===== src/rtl/data_receive_if.sv =====
// data_receive_if: the bus between the UART receive engine and its surroundings.
//   enable     arms start-bit detection (sampled only while the receiver idles)
//   tick       one-clk pulse at SAMPLES x baud, from the shared baud generator
//   rx         asynchronous serial line, idle level 1
//   data_o     last received word, holds until the next completed frame
//   done       one-cycle strobe when data_o updates
//   frame_err  stop bit sampled 0 on the last frame
//   parity_err parity mismatch on the last frame (0 unless parity is built in)
// master: the side that drives the line and consumes words; slave: the receiver.
interface data_receive_if #(parameter int BITS = 8);
  logic            enable;
  logic            tick;
  logic            rx;
  logic [BITS-1:0] data_o;
  logic            done;
  logic            frame_err;
  logic            parity_err;

  modport master (output enable, tick, rx,
                  input  data_o, done, frame_err, parity_err);
  modport slave  (input  enable, tick, rx,
                  output data_o, done, frame_err, parity_err);
endinterface


===== src/rtl/data_receive.sv =====
// data_receive: UART receive engine, LSB first, 1 start, BITS data, 1 stop.
// Oversamples the line with tick (SAMPLES ticks per bit) and samples each
// bit at its middle. Reports each word with a one-cycle done strobe.
// Ports:
//   clk  system clock, rising edge
//   rst  asynchronous active-low reset
//   bus  data_receive_if.slave (enable, tick, rx in; data_o, done,
//        frame_err, parity_err out)
// Build option: define DATA_RECEIVE_PARITY_EN to insert an even-parity bit
// between the data bits and the stop bit; otherwise parity_err is tied to 0.
module data_receive #(
  parameter int BITS    = 8,
  parameter int SAMPLES = 16
) (
  input  logic         clk,
  input  logic         rst,
  data_receive_if.slave bus
);
  localparam int SW = $clog2(SAMPLES);
  localparam logic [SW-1:0] S_MID  = SW'(SAMPLES/2 - 1);
  localparam logic [SW-1:0] S_LAST = SW'(SAMPLES - 1);
  localparam logic [2:0]    N_LAST = 3'(BITS - 1);

  typedef enum logic [2:0] {IDLE, START, DATA, PARITY, STOP} state_t;

  state_t          state_q, state_d;
  logic [1:0]      sync_q;
  logic            rx_s;
  logic [SW-1:0]   s_q, s_d;
  logic [2:0]      n_q, n_d;
  logic [BITS-1:0] sh_q, sh_d;
  logic [BITS-1:0] data_q, data_d;
  logic            done_q, done_d;
  logic            ferr_q, ferr_d;
`ifdef DATA_RECEIVE_PARITY_EN
  logic            pbit_q, pbit_d;
  logic            perr_q, perr_d;
`endif

  // Synchronizer resets to the idle level so reset never looks like a start bit.
  assign rx_s = sync_q[1];

  always_ff @(posedge clk or negedge rst) begin
    if (!rst) begin
      sync_q  <= 2'b11;
      state_q <= IDLE;
      s_q     <= '0;
      n_q     <= '0;
      sh_q    <= '0;
      data_q  <= '0;
      done_q  <= 1'b0;
      ferr_q  <= 1'b0;
`ifdef DATA_RECEIVE_PARITY_EN
      pbit_q  <= 1'b0;
      perr_q  <= 1'b0;
`endif
    end else begin
      sync_q  <= {sync_q[0], bus.rx};
      state_q <= state_d;
      s_q     <= s_d;
      n_q     <= n_d;
      sh_q    <= sh_d;
      data_q  <= data_d;
      done_q  <= done_d;
      ferr_q  <= ferr_d;
`ifdef DATA_RECEIVE_PARITY_EN
      pbit_q  <= pbit_d;
      perr_q  <= perr_d;
`endif
    end
  end

  always_comb begin
    state_d = state_q;
    s_d     = s_q;
    n_d     = n_q;
    sh_d    = sh_q;
    data_d  = data_q;
    done_d  = 1'b0;
    ferr_d  = ferr_q;
`ifdef DATA_RECEIVE_PARITY_EN
    pbit_d  = pbit_q;
    perr_d  = perr_q;
`endif
    case (state_q)
      IDLE: begin
        // Start detection is edge-level, not tick-qualified.
        if (bus.enable && !rx_s) begin
          state_d = START;
          s_d     = '0;
        end
      end
      START: begin
        if (bus.tick) begin
          if (s_q == S_MID) begin
            if (!rx_s) begin
              state_d = DATA;
              s_d     = '0;
              n_d     = '0;
            end else begin
              state_d = IDLE;  // glitch shorter than half a bit
            end
          end else begin
            s_d = s_q + 1'b1;
          end
        end
      end
      DATA: begin
        if (bus.tick) begin
          if (s_q == S_LAST) begin
            s_d  = '0;
            sh_d = {rx_s, sh_q[BITS-1:1]};  // LSB arrives first
            if (n_q == N_LAST) begin
`ifdef DATA_RECEIVE_PARITY_EN
              state_d = PARITY;
`else
              state_d = STOP;
`endif
            end else begin
              n_d = n_q + 1'b1;
            end
          end else begin
            s_d = s_q + 1'b1;
          end
        end
      end
`ifdef DATA_RECEIVE_PARITY_EN
      PARITY: begin
        if (bus.tick) begin
          if (s_q == S_LAST) begin
            s_d     = '0;
            pbit_d  = rx_s;
            state_d = STOP;
          end else begin
            s_d = s_q + 1'b1;
          end
        end
      end
`endif
      STOP: begin
        if (bus.tick) begin
          if (s_q == S_LAST) begin
            s_d     = '0;
            data_d  = sh_q;
            ferr_d  = ~rx_s;
            done_d  = 1'b1;
            state_d = IDLE;
`ifdef DATA_RECEIVE_PARITY_EN
            // Even parity: the parity bit equals the XOR of the data bits.
            perr_d  = pbit_q ^ (^sh_q);
`endif
          end else begin
            s_d = s_q + 1'b1;
          end
        end
      end
      default: state_d = IDLE;
    endcase
  end

  assign bus.data_o    = data_q;
  assign bus.done      = done_q;
  assign bus.frame_err = ferr_q;
`ifdef DATA_RECEIVE_PARITY_EN
  assign bus.parity_err = perr_q;
`else
  assign bus.parity_err = 1'b0;
`endif

endmodule


===== src/flat_wrapper.sv =====
// flat-port wrapper written by rule: the top's interface ports become plain ports
module data_receive_flat 
#(
  parameter int BITS    = 8,
  parameter int SAMPLES = 16
)
  (clk, rst, bus_enable, bus_tick, bus_rx, bus_data_o, bus_done, bus_frame_err, bus_parity_err);
  data_receive_if #(.BITS(BITS)) bus_i ();
  input  logic clk;
  input  logic rst;
  input wire logic [$bits(bus_i.enable)-1:0] bus_enable;
  input wire logic [$bits(bus_i.tick)-1:0] bus_tick;
  input wire logic [$bits(bus_i.rx)-1:0] bus_rx;
  output wire logic [$bits(bus_i.data_o)-1:0] bus_data_o;
  output wire logic [$bits(bus_i.done)-1:0] bus_done;
  output wire logic [$bits(bus_i.frame_err)-1:0] bus_frame_err;
  output wire logic [$bits(bus_i.parity_err)-1:0] bus_parity_err;
  assign bus_i.enable = bus_enable;
  assign bus_i.tick = bus_tick;
  assign bus_i.rx = bus_rx;
  assign bus_data_o = bus_i.data_o;
  assign bus_done = bus_i.done;
  assign bus_frame_err = bus_i.frame_err;
  assign bus_parity_err = bus_i.parity_err;
  data_receive #(.BITS(BITS), .SAMPLES(SAMPLES)) u_core (.clk(clk), .rst(rst), .bus(bus_i));
endmodule

===== config.mk =====
export PLATFORM = sky130hd
export DESIGN_NAME = data_receive_flat
export DESIGN_NICKNAME = d
export VERILOG_FILES = /design/src/rtl/data_receive_if.sv /design/src/rtl/data_receive.sv /design/src/flat_wrapper.sv
export SDC_FILE = /design/constraint.sdc
export NUM_CORES = 1
export LEC_CHECK = 0
export ABC_AREA = 1
export CAP_MARGIN = 20
export CORE_UTILIZATION = 55
export DETAILED_ROUTE_END_ITERATION = 12
export GPL_ROUTABILITY_DRIVEN = 1
export GPL_TIMING_DRIVEN = 1
export PLACE_DENSITY = 0.77
export SYNTH_ARGS = -nofsm -noshare
export SYNTH_HDL_FRONTEND = slang
export SYNTH_SLANG_ARGS = --single-unit

===== constraint.sdc =====
create_clock -name clk -period 2 [get_ports clk]
set_clock_uncertainty 0.2 [all_clocks]
set_input_delay 0.4 -clock clk [delete_from_list [all_inputs] [get_ports clk]]
set_output_delay 0.4 -clock clk [all_outputs]
set_load 0.005 [all_outputs]

==> run_1/clock_map.png <==
Drawn at 8 px/um.
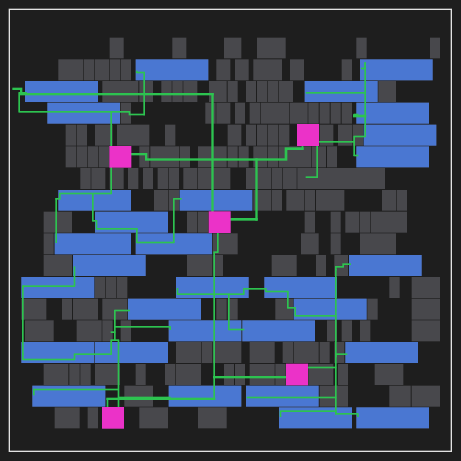
[blue] flip-flops | count: 30
[green] clock wires | length: 389 um
[magenta] cells driving clock nets | count: 5
flops lie	all over the die
routed clock nets	6
clock share of power: 27.6%
Worst-Skew Late Latency: 0.33 ns

==> run_1/gate_families.png <==
Drawn at 6 px/um.
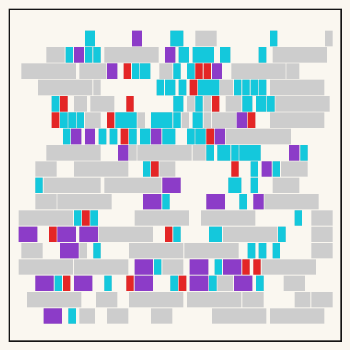
colour	family	cells
purple	inverting AOI/OAI gates	30
red	inverters	22
cyan	NAND gates	74

==> run_1/port_nets.png <==
Drawn at 8 px/um.
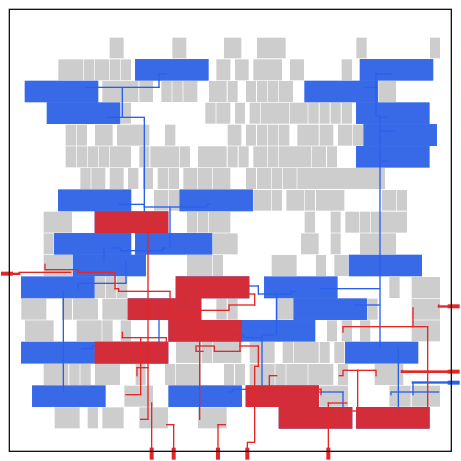
colour	port	bits	direction	edge	end cells	wire
blue	rst	1	input	right	30	215 um
red	bus_data_o	8	output	5 bottom, 2 right, 1 left	8	202 um
io pins: 16
count of input and output buffers: 14

==> impl_metrics.toml, run 1 <==
# synthesis and place-and-route metrics
[run_status]
status = "finished, final reports clean"

[finish]
nClkBuffers = 7
antenna_cells = 0
lay_top_count = "nand2_1"
buffers = 15
logic_area_sq_um = 672
inv_count = 22
dominant_cells = "sequential cells"
stdcell_area_sq_mm = 0.00177

[power]
leakage_nw = 0.863
pg_clk_w = 0.000474
p_seq_w = 0.000718
p_sw_w = 0.000619

[synthesis]
postSynthSeqShare_pct = 48.6
fa_ha_area_share_pct = 2.42
ys_warn_count = 0
yosys.area_share.xor_xnor_pct = 0.565
synthDistinctLibCells = 23
ff_type = "dfrtp_1"
yosysMostFrequentCell = "nand2_1"
edf_count = 0
syn_area_sq_mm = 0.00155
yosysTopAreaCell = "dfrtp_1"

[critical_path]
cp.arrival_ns = 1.21
critical_path_buf_inv_count = 1
endpoint = "bus_data_o[6]"
rrSetupSlack_ns = 0.23
critPathTopFamily = "buffers and inverters"

[drt]
ant_nets = 0
drc = 0
wl_met3_um = 109

[timing]
rsz0062_at_grt = "false"
hold_viol = 0

[floorplanning]
placementRows = 18
tap_cells = 30
die_y_um = 55.1

[cts]
cts_tree = "built"
cts_root_buffer = "clkbuf_4"
htree_num_levels = 2
clk_pin_slew_worst_paths_ns = 0.09

[place]
dpl.cell_count = 219
placed_area_sq_mm = 0.00169

[global_routing]
grt_use_total_pct = 23.1
grt_pass1_vias = 1109
grt_pass1_wl_um = 4710
==> run 2: changes to the inputs <==
Settings changed: CTS_CLUSTER_SIZE from default to 30, PLACE_DENSITY 0.77 to 0.8.
==> run_2/final_congestion.png <==
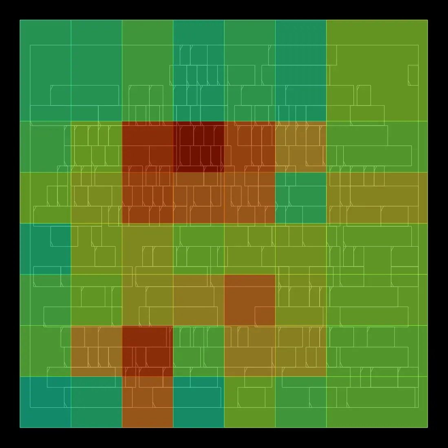
met1 Resource Use GR: 23.8%
Wirelength per Cell: 11.7 um

==> run_2/port_nets.png <==
Drawn at 8 px/um.
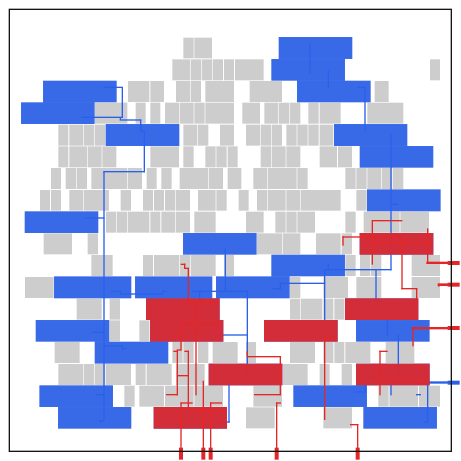
colour	port	bits	direction	edge	end cells	wire
blue	rst	1	input	right	30	202 um
red	bus_data_o	8	output	5 bottom, 3 right	8	169 um

==> run 2 against run 1 <==
Setup slack improved by 0.0088 ns; power fell by 5.3%; via count rose by 0.43%; count of clock-buffer cells in the layout shrank 1; largest cell class unchanged; wire length is 4.1% lower; critical path depth is the same; sequential power about the same.
==> impl_metrics.toml, run 2 <==
# synthesis and place-and-route metrics
[run_status]
status = "finished, final reports clean"

[global_routing]
met3_usage_pct = 8.20
grt_pass1_vias = 1062
grt_pass1_wl_um = 4470
busiest_layer = "met2"
grt_use_met2_pct = 37.8
grt_use_total_pct = 21.7

[critical_path]
rrSetupSlack_ns = 0.26
critPathTopFamily = "buffers and inverters"
r2r_start = "u_core.s_q[0]"
cp.depth = 1
critical_path_buf_inv_count = 1
endpoint = "bus_frame_err"
cp_data_required_time_ns = 1.40
cp.arrival_ns = 1.20
critPathSlowestCell = "clkdlybuf4s50_1"

[power]
power.density_mw_per_mm2 = 926
leakage_nw = 0.858
pg_clk_w = 0.000388
p_sw_w = 0.000624
power_leader = "sequential cells"
p_seq_w = 0.000715
clock_power_share_pct = 23.8
p_int_w = 0.00100

[finish]
lay_top_count = "nand2_1"
antenna_cells = 0
fin_cells = 227
clock_area_share_pct = 3.63
buffers = 15
inv_count = 22
logic_area_sq_um = 672
dominant_cells = "sequential cells"
fin_util_pct = 68.4
nClkBuffers = 6
stdcell_area_sq_mm = 0.00176
comb_cells = 122

[synthesis]
fa_ha_area_share_pct = 2.42
ys_warn_count = 0
numSynthFlops = 30
syn_area_sq_mm = 0.00155
synthDistinctLibCells = 23
yosys.area_share.xor_xnor_pct = 0.565
yosysTopAreaCell = "dfrtp_1"
postSynthSeqShare_pct = 48.6
edf_count = 0
yosysMostFrequentCell = "nand2_1"
postSynthAreaPerCell_sq_um = 8.70
synth_cells = 178
ff_type = "dfrtp_1"

[timing]
rsz0062_at_grt = "false"
hold_viol = 0

[cts]
clk_pin_slew_worst_paths_ns = 0.10
htree_num_levels = 2
clk_latency_ns = 0.34
cts_root_buffer = "clkbuf_4"
cts_tree = "built"

[floorplanning]
placementRows = 18
die_y_um = 55.1
core_sq_mm = 0.00257
tap_cells = 30
dieArea_sq_mm = 0.00303
initCoreUtil_pct = 60.3
io_pins = 16

[hold_path]
timing.hold.worst_path_depth = 0

[drt]
wl_met3_um = 104
drt-initial-drc-count = 22
avgViaCountPerCell = 5.15
drc = 0
ant_nets = 0

[place]
dpl.cell_count = 219
io_buffer_count = 14
placed_area_sq_mm = 0.00169
==> run_2/clock_map.png <==
Drawn at 8 px/um.
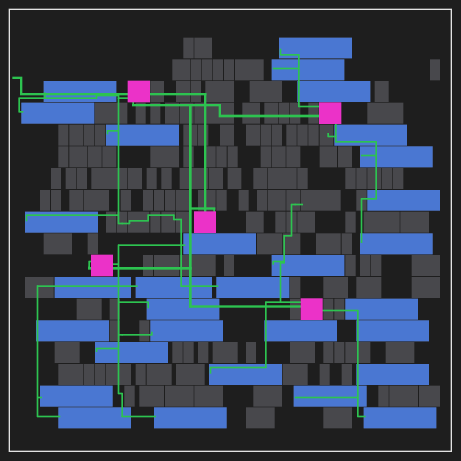
[blue] flip-flops | count: 30
[magenta] cells driving clock nets | count: 5
[green] clock wires | length: 386 um
routed clock nets	6
flops lie	all over the die

Power and IR drop assume default switching activity.
